--- src/rtl/power_sum_acc.sv ---
// Iterative power-series accumulator: S = sum_{k=1..n} k^p, one term per clock.
// Host handshake: start is taken whenever busy is low; valid pulses once when S is final.
module power_sum_acc #(
   parameter int N_W   = 4,
   parameter int SUM_W = 16
) (
   input  logic             clk,
   input  logic             rst,
   input  logic             start,
   input  logic [N_W-1:0]   order,
   input  logic [1:0]       mode,
   output logic             busy,
   output logic             valid,
   output logic [SUM_W-1:0] sum,
   output logic             ovf,
   output logic [1:0]       dbg_state
);

   typedef enum logic [1:0] {
      IDLE = 2'd0,
      RUN  = 2'd1,
      DONE = 2'd2
   } state_t;

   localparam int T_W   = 3 * N_W;
   localparam int ADD_W = ((SUM_W > T_W) ? SUM_W : T_W) + 1;

   state_t             state;
   logic [N_W:0]       k;
   logic [N_W-1:0]     n_q;
   logic [1:0]         p_q;
   logic [T_W-1:0]     k_ext;
   logic [T_W-1:0]     term;
   logic [ADD_W-1:0]   sum_full;
   logic               sat_hit;

   // k never exceeds 2^N_W-1 while a term is being added, so k^3 fits in 3*N_W bits.
   always_comb begin
      k_ext = T_W'(k);
      term  = '0;
      case (p_q)
         2'd0:    term = T_W'(1);
         2'd1:    term = k_ext;
         2'd2:    term = k_ext * k_ext;
         default: term = k_ext * k_ext * k_ext;
      endcase
      sum_full = ADD_W'(sum) + ADD_W'(term);
      sat_hit  = sum_full > ADD_W'({SUM_W{1'b1}});
   end

   always_ff @(posedge clk or posedge rst) begin
      if (rst) begin
         state <= IDLE;
         k     <= '0;
         n_q   <= '0;
         p_q   <= '0;
         sum   <= '0;
         ovf   <= 1'b0;
      end else begin
         case (state)
            RUN: begin
               k <= k + 1'b1;
               // Every term is >= 1, so a saturated sum keeps re-saturating until restart.
               if (sat_hit) begin
                  sum <= '1;
                  ovf <= 1'b1;
               end else begin
                  sum <= sum_full[SUM_W-1:0];
               end
               if (k == {1'b0, n_q}) state <= DONE;
            end
            default: begin
               if (start) begin
                  n_q   <= order;
                  p_q   <= mode;
                  sum   <= '0;
                  ovf   <= 1'b0;
                  k     <= (N_W+1)'(1);
                  state <= (order != '0) ? RUN : DONE;
               end else begin
                  state <= IDLE;
               end
            end
         endcase
      end
   end

   assign busy      = (state == RUN);
   assign valid     = (state == DONE);
   assign dbg_state = state;

endmodule

--- config.mk ---
export PLATFORM = sky130hd
export DESIGN_NAME = power_sum_acc
export DESIGN_NICKNAME = d
export VERILOG_FILES = /design/src/rtl/power_sum_acc.sv
export SDC_FILE = /design/constraint.sdc
export NUM_CORES = 1
export LEC_CHECK = 0
export ABC_AREA = 1
export CORE_MARGIN = 2
export CORE_UTILIZATION = 48
export CTS_CLUSTER_DIAMETER = 120
export DETAILED_ROUTE_END_ITERATION = 12
export GPL_ROUTABILITY_DRIVEN = 0
export PLACE_DENSITY = 0.68
export SETUP_SLACK_MARGIN = 0.4
export SLEW_MARGIN = 40
export SYNTH_ARGS = -nofsm -noshare
export SYNTH_HDL_FRONTEND = slang
export SYNTH_SLANG_ARGS = --single-unit
--- constraint.sdc ---
create_clock -name clk -period 8.73 [get_ports clk]
set_input_delay 2.619 -clock clk [delete_from_list [all_inputs] [get_ports clk]]
set_output_delay 2.619 -clock clk [all_outputs]
set_load 0.05 [all_outputs]
run_1/floorplan.png
(4 px per um) Pins as bars on the die edge.
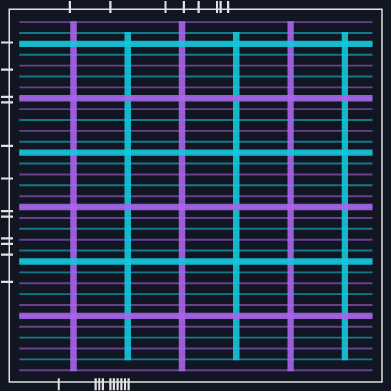
VSS: drawn in purple. VDD: drawn in cyan.
6 straps on met5. 6 straps on met4. 30 signal pins sit on the boundary.

run_1/layers.png
(4 px per um)
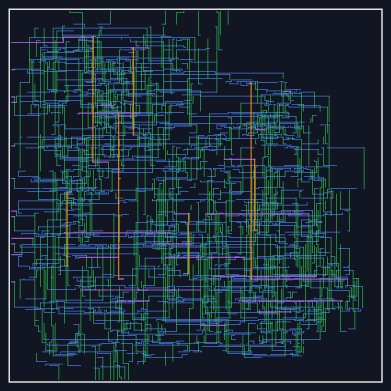
M2: drawn in green, wire length 4160 um. M4: drawn in orange, wire length 195 um. M3: drawn in purple, wire length 303 um. M1: drawn in blue, wire length 4420 um.
Overall Global Routing Usage: 0.229
total wirelength of the detailed-routed design: 9070 um

==> impl_summary.log, run 1 <==
[flow] summary of implementation run
INFO  metric critical_path.startpoint_type = register
INFO  metric grt_antenna_before_repair = 0
INFO  metric postCtsResizedCells = 0
INFO  metric final_antenna_net_count = 0
INFO  metric wire_per_inst = 13.5 um
INFO  metric number_of_rows_in_the_core_area = 32
INFO  metric synth-edff-count = 0
INFO  metric cts_buffer_depth = 2
INFO  metric cpMaxStageDelayCell = sky130_fd_sc_hd__dfrtp_1
INFO  metric drt_first_pass_iters = 5
INFO  metric cell_total_after_placement = 666
INFO  metric net_count_after_synthesis = 616
INFO  metric area.combinational = 2590 um^2
INFO  metric status = finished, final reports clean
INFO  metric synth_top_cell_by_count = sky130_fd_sc_hd__nand2_1
INFO  metric yosys.stat.seqShare = 0.198
INFO  metric crit_path_end_kind = register
INFO  metric pin_count_of_the_biggest_net_entering_global_routing = 31
INFO  metric seqCellArea = 752 um^2
INFO  metric netlist-cell-type-count = 40
INFO  metric cts_buffers = 5
INFO  metric drcViolationCount = 0
INFO  metric final-hold-violation-count = 0
INFO  metric pin_count = 30
INFO  metric fillers = 773
INFO  metric globalRoute.totalOverflow = 0
INFO  metric criticalPathCategory = register to register
INFO  metric rrSetupSlack = 1.07 ns
INFO  metric cts_sinks = 30
INFO  metric min_delay_worst_endpoint = ovf
INFO  metric synthTopLogicFamily = simple AND/OR/NAND/NOR gates
INFO  metric die_x = 92.8 um
INFO  metric synth_simple_gate_area_share = 0.283
INFO  metric worstReg2RegStart = k[1]
INFO  metric finish.net_count = 642
INFO  metric max-cap-violations = 0
INFO  metric synth.yosys.num_cells = 545
INFO  metric slew_headroom = 0.489
INFO  metric yosys.area.top_type = sky130_fd_sc_hd__dfrtp_1
INFO  metric critical_path_fanouts_max = 16
INFO  metric warning_count = 29
INFO  metric timing.final.setup_violations = 0
INFO  metric yosys-top-cells-count = sky130_fd_sc_hd__nand2_1, sky130_fd_sc_hd__inv_1, sky130_fd_sc_hd__nor2_1, sky130_fd_sc_hd__ha_1, sky130_fd_sc_hd__dfrtp_1
run_1/clock_wires.png
(3 px per um)
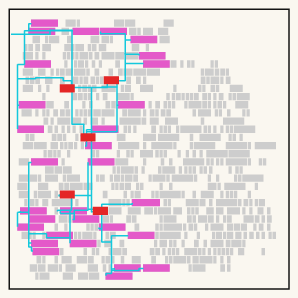
flip-flops: drawn in magenta, count 30. clock wires: drawn in cyan, length 466 um. clock-net drivers: drawn in red, count 5.
There are 6 routed clock nets.
power attributed to the clock group: 0.117 mW
Clock Power Share: 0.151
clock latency on the worst-skew pair: 0.28 ns
Clock Skew: 0.00482 ns

run 1: through the flow:
step           hold WS (ns)  cell area [um^2]  worst slack, ns  power (mW)   util
6_report              0.502              4250             1.07       0.775  0.553
5_1_grt               0.540              4250            0.497       0.846  0.553
4_1_cts               0.511              4240            0.920       0.780  0.552
3_5_place_dp          0.488              4150            0.962       0.658  0.540
3_3_place_gp          0.484              4150             1.12       0.651  0.540
2_1_floorplan         0.463              3780             1.54       0.536      -
run 1: per-layer routing:
metal | wire length, um | track usage
met3 | 302 | 0.0252
met1 | 4420 | 0.320
met5 | 0 | 0
met2 | 4160 | 0.377
met4 | 194 | 0.0662
run 1: worst min-delay path, cell delays in order, from the launching register on:
cell and delay (ns):
sky130_fd_sc_hd__dfrtp_1 0.34, sky130_fd_sc_hd__nand2_1 0.06, sky130_fd_sc_hd__nand2_1 0.06
run 1: cell type report:
class / instances / share of cell area
multi-input cells: 402 / 0.610
flip-flops and latches: 30 / 0.177
inverters: 102 / 0.0910
repair buffers: 30 / 0.0701
well taps: 102 / 0.0300
clock buffers: 7 / 0.0203
clock inverters: 1 / 0.00118
run 1: sequential cells by signal (all words and copies together) (netlist names):
signal	cells
ovf	1
sum	16
k	5
dbg_state	2
p_q	2
n_q	4
run 1: power breakdown:
group          total [mW]  internal (mW)  leakage (nW)  switching (mW)
combinational       0.431          0.142          1.89           0.290
clock               0.117         0.0635        0.0482          0.0532
sequential          0.227          0.174         0.396          0.0522
run 1: worst max-delay path by stage:
stage | endpoint | slack, ns
after floorplan | sum[1] | 1.54
after global placement | sum[1] | 1.12
after detailed placement | sum[1] | 0.96
after CTS | sum[1] | 0.92
after global routing | sum[10] | 0.50
final | sum[1] | 1.07
==> inputs of run 2 (changes only) <==
--- a/config.mk
+++ b/config.mk
@@ -9,6 +9,7 @@
 export CORE_MARGIN = 2
 export CORE_UTILIZATION = 48
 export CTS_CLUSTER_DIAMETER = 120
+export CTS_CLUSTER_SIZE = 25
 export DETAILED_ROUTE_END_ITERATION = 12
 export GPL_ROUTABILITY_DRIVEN = 0
 export PLACE_DENSITY = 0.68
run_2/layers.png
(4 px per um)
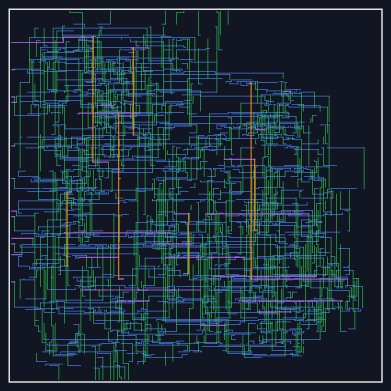
M3: drawn in purple, wire length 303 um. M2: drawn in green, wire length 4160 um. M4: drawn in orange, wire length 195 um. M1: drawn in blue, wire length 4420 um.
number of vias in the routed layout: 3525
DR WL/cell: 13.5 um

run_2/floorplan.png
(4 px per um) Pins as bars on the die edge.
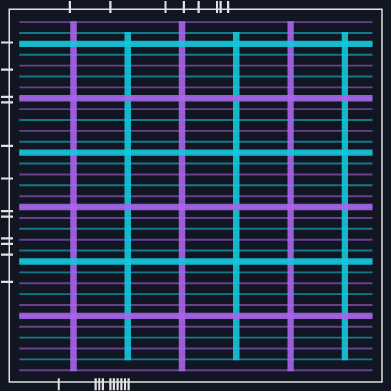
VSS: drawn in purple. VDD: drawn in cyan.
33 met1 rails follow the rows. 6 straps on met4. 6 straps on met5.
VDD IR-drop max: 0.000185 V
Die Ht: 92.8 um
die width: 92.8 um
area of the placeable core: 7690 um^2

==> impl_summary.log, run 2 <==
[flow] summary of implementation run
INFO  metric status = finished, final reports clean
INFO  metric pin_count_of_the_biggest_net_entering_global_routing = 31 (unchanged)
INFO  metric synth_top_cell_by_count = sky130_fd_sc_hd__nand2_1
INFO  metric globalRoute.totalOverflow = 0 (unchanged)
INFO  metric drcViolationCount = 0 (unchanged)
INFO  metric pin_count = 30 (unchanged)
INFO  metric worst_clock_skew = 0.00482 ns (unchanged)
INFO  metric largest_registers = sum x16, k x5, n_q x4
INFO  metric slew_headroom = 0.489 (unchanged)
INFO  metric grt_antenna_before_repair = 0 (unchanged)
INFO  metric final_antenna_net_count = 0 (unchanged)
INFO  metric criticalPathCategory = register to register
INFO  metric yosys-top-cells-count = sky130_fd_sc_hd__nand2_1, sky130_fd_sc_hd__inv_1, sky130_fd_sc_hd__nor2_1, sky130_fd_sc_hd__ha_1, sky130_fd_sc_hd__dfrtp_1
INFO  metric largest_register = sum
INFO  metric final-hold-violation-count = 0 (unchanged)
INFO  metric cts_sinks = 30 (unchanged)
INFO  metric worst_skew_pair.late_latency = 0.28 ns (about the same)
INFO  metric net_count_after_synthesis = 616 (unchanged)
INFO  metric yosys.area.top_type = sky130_fd_sc_hd__dfrtp_1
INFO  metric postCtsResizedCells = 0 (unchanged)
INFO  metric fillers = 773 (unchanged)
INFO  metric max-cap-violations = 0 (unchanged)
INFO  metric cpMaxStageDelayCell = sky130_fd_sc_hd__dfrtp_1
INFO  metric synth-edff-count = 0 (unchanged)
INFO  metric critical_path_fanouts_max = 16 (unchanged)
INFO  metric cts_buffer_depth = 2 (unchanged)
INFO  metric final_critical_path_setup_slack = 1.07 ns (unchanged)
INFO  metric netlist-cell-type-count = 40 (unchanged)
INFO  metric finish.net_count = 642 (unchanged)
INFO  metric number_of_rows_in_the_core_area = 32 (unchanged)
INFO  metric drt_first_pass_iters = 5 (unchanged)
INFO  metric warning_count = 29 (unchanged)
INFO  metric critical_path.startpoint_type = register
INFO  metric crit_path_end_kind = register
INFO  metric final_util = 0.553 (unchanged)
## run 2: cell counts after synthesis
Identical to the previous run, type by type.
## run 2: area by class of cell
cell class	count	area share
Multi-Input combinational cell	402	0.610
Sequential cell	30	0.177
Inverter	102	0.0910
Timing Repair Buffer	30	0.0701
Tap cell	102	0.0300
Clock buffer	7	0.0203
Clock inverter	1	0.00118
## run 2: cell families (layout without fill, tap and decap cells)
family	after synthesis	after routing	share of synthesized area
buffers and inverters	113	140	0.117
flip-flops	30	30	0.198
adder cells (fa/ha/maj)	62	62	0.249
XOR/XNOR	12	12	0.0278
AND/OR/NAND/NOR	249	249	0.283
AND-OR/OR-AND	79	79	0.125
## run 2: metrics by stage
| stage | area, um^2 | hold WS (ns) | instances |
|---|---|---|---|
| 2_1_floorplan | 3780 | 0.463 | 545 |
| 3_3_place_gp | 4150 | 0.484 | 666 |
| 3_5_place_dp | 4150 | 0.488 | 666 |
| 4_1_cts | 4240 | 0.511 | 674 |
| 5_1_grt | 4250 | 0.540 | 674 |
| 6_report | 4250 | 0.502 | 674 |
## run 2: where the power goes
part / internal [mW] / switching, mW
combinational: 0.142 / 0.290
sequential: 0.174 / 0.0522
clock: 0.0635 / 0.0532
total: 0.380 / 0.395
## run 2: per-layer routing
layer	track usage	part of all wire	up-vias
met1	0.320	0.49	1662
met3	0.0252	0.033	16
li1	-	-	1787
met5	0	0	-
met2	0.377	0.46	60
met4	0.0662	0.021	0
## run 2: worst paths after layout
kind | from | slack, ns | to | cells past startpoint
worst max-delay path | k[1] | 1.07 | sum[1] | 31
worst min-delay path | ovf | 0.50 | ovf | 2
worst max register to register | k[1] | 1.07 | sum[1] | 31
worst min register to register | ovf | 0.50 | ovf | 2
max in group asynchronous | rst | 5.70 | k[2] | 3
min in group asynchronous | rst | 2.73 | p_q[0] | 3
==> inputs of run 3 (changes only) <==
--- a/config.mk
+++ b/config.mk
@@ -6,6 +6,7 @@
 export NUM_CORES = 1
 export LEC_CHECK = 0
 export ABC_AREA = 1
+export ABC_CLOCK_PERIOD_IN_PS = 8730
 export CORE_MARGIN = 2
 export CORE_UTILIZATION = 48
 export CTS_CLUSTER_DIAMETER = 120
run_3/clock_nets.png
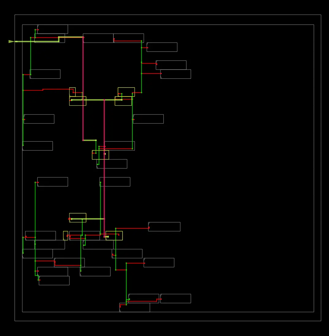
count of sequential standard cells: 30
number of clock buffers in the layout: 7

==> impl_summary.log, run 3 <==
[flow] summary of implementation run
INFO  metric p_clk_frac = 0.151 (about the same)
INFO  metric pin_count = 30 (unchanged)
INFO  metric critical_path.startpoint_type = register
INFO  metric dieHeight = 92.8 um (unchanged)
INFO  metric groute.layer.met1.usage = 0.320 (unchanged)
INFO  metric largest_register = sum
INFO  metric power.share.sequential = 0.293 (about the same)
INFO  metric cts_buffer_depth = 2 (unchanged)
INFO  metric final_antenna_net_count = 0 (unchanged)
INFO  metric crit_path_end_kind = register
INFO  metric slew_headroom = 0.489 (unchanged)
INFO  metric net_count_after_synthesis = 616 (unchanged)
INFO  metric drcViolationCount = 0 (unchanged)
INFO  metric status = finished, final reports clean
INFO  metric critical_path_fanouts_max = 16 (unchanged)
INFO  metric synth-edff-count = 0 (unchanged)
INFO  metric criticalPathCategory = register to register
INFO  metric highest-signal-layer = met4
INFO  metric netlist-cell-type-count = 40 (unchanged)
INFO  metric peakVddDrop = 0.000185 V (unchanged)
INFO  metric synthTopLogicFamily = simple AND/OR/NAND/NOR gates
INFO  metric final-hold-violation-count = 0 (unchanged)
INFO  metric synth_top_cell_by_count = sky130_fd_sc_hd__nand2_1
INFO  metric pin_count_of_the_biggest_net_entering_global_routing = 31 (unchanged)
INFO  metric met3WireLength = 302 um (unchanged)
INFO  metric detailed_place.area = 4150 um^2 (unchanged)
INFO  metric p_comb_frac = 0.557 (about the same)
INFO  metric area_of_the_placeable_core = 7690 um^2 (unchanged)
INFO  metric grt_antenna_before_repair = 0 (unchanged)
INFO  metric synth-xor-area-share = 0.0278 (unchanged)
INFO  metric yosys.area.top_type = sky130_fd_sc_hd__dfrtp_1
INFO  metric largest_registers = sum x16, k x5, n_q x4
INFO  metric via_count = 3525 (unchanged)
INFO  metric max-cap-violations = 0 (unchanged)
INFO  metric ys_sh_adder = 0.249 (unchanged)
INFO  metric worst_clock_skew = 0.00482 ns (unchanged)
INFO  metric grt_use_met2 = 0.377 (unchanged)
INFO  metric met1Wirelength = 4420 um (unchanged)
run_3/clock_wires.png
(3 px per um)
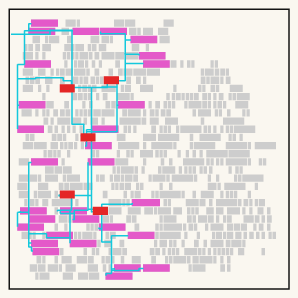
flip-flops: drawn in magenta, count 30. clock wires: drawn in cyan, length 466 um. clock-net drivers: drawn in red, count 5.
There are 6 routed clock nets.

==> run 3: repair_timing <==
item,CTS,global route
hold buffers,0,0
gates resized,0,2
setup endpoints to repair,0,13
==> run 3: layout make-up <==
class | count | area (um^2)
Fill cell | 773 | 3440
Multi-Input combinational cell | 402 | 2590
Sequential cell | 30 | 752
Inverter | 102 | 387
Timing Repair Buffer | 30 | 298
Tap cell | 102 | 128
Clock buffer | 7 | 86.3
Clock inverter | 1 | 5.00
==> run 3: power groups by stage <==
stage | Clock (mW) | Combinational, mW | Sequential, mW
final | 0.117 | 0.431 | 0.227
after detailed placement | 0 | 0.430 | 0.228
after floorplan | 0 | 0.284 | 0.252
after global placement | 0 | 0.425 | 0.227
after global routing | 0.128 | 0.485 | 0.233
after CTS | 0.122 | 0.433 | 0.225
==> run 3: per-stage QoR <==
stage	hold WS, ns	instances	worst slack [ns]
2_1_floorplan	0.463	545	1.54
3_3_place_gp	0.484	666	1.12
5_1_grt	0.540	674	0.497
3_5_place_dp	0.488	666	0.962
4_1_cts	0.511	674	0.920
6_report	0.502	674	1.07
==> run 3: worst max-delay path: cells and delay by family, from the launching register on <==
kind / cells / cell delay [ns]
xor gates and xnor gates: 2 / 0.32
buffers and inverters: 6 / 0.65
adders and majority gates: 8 / 3.29
DFF: 1 / 0.59
AOI/OAI and AO/OA: 6 / 1.03
and+or+nand+nor: 9 / 1.59
==> run 3: path summary, 6_finish.rpt <==
kind | startpoint | endpoint | slack (ns) | cells past startpoint
max in group asynchronous | rst | k[2] | 5.70 | 3
setup reg to reg | k[1] | sum[1] | 1.07 | 31
hold reg to reg | ovf | ovf | 0.50 | 2
setup / recovery | k[1] | sum[1] | 1.07 | 31
hold / removal | ovf | ovf | 0.50 | 2
min in group asynchronous | rst | p_q[0] | 2.73 | 3
Power is estimated from default activity; no workload was simulated.
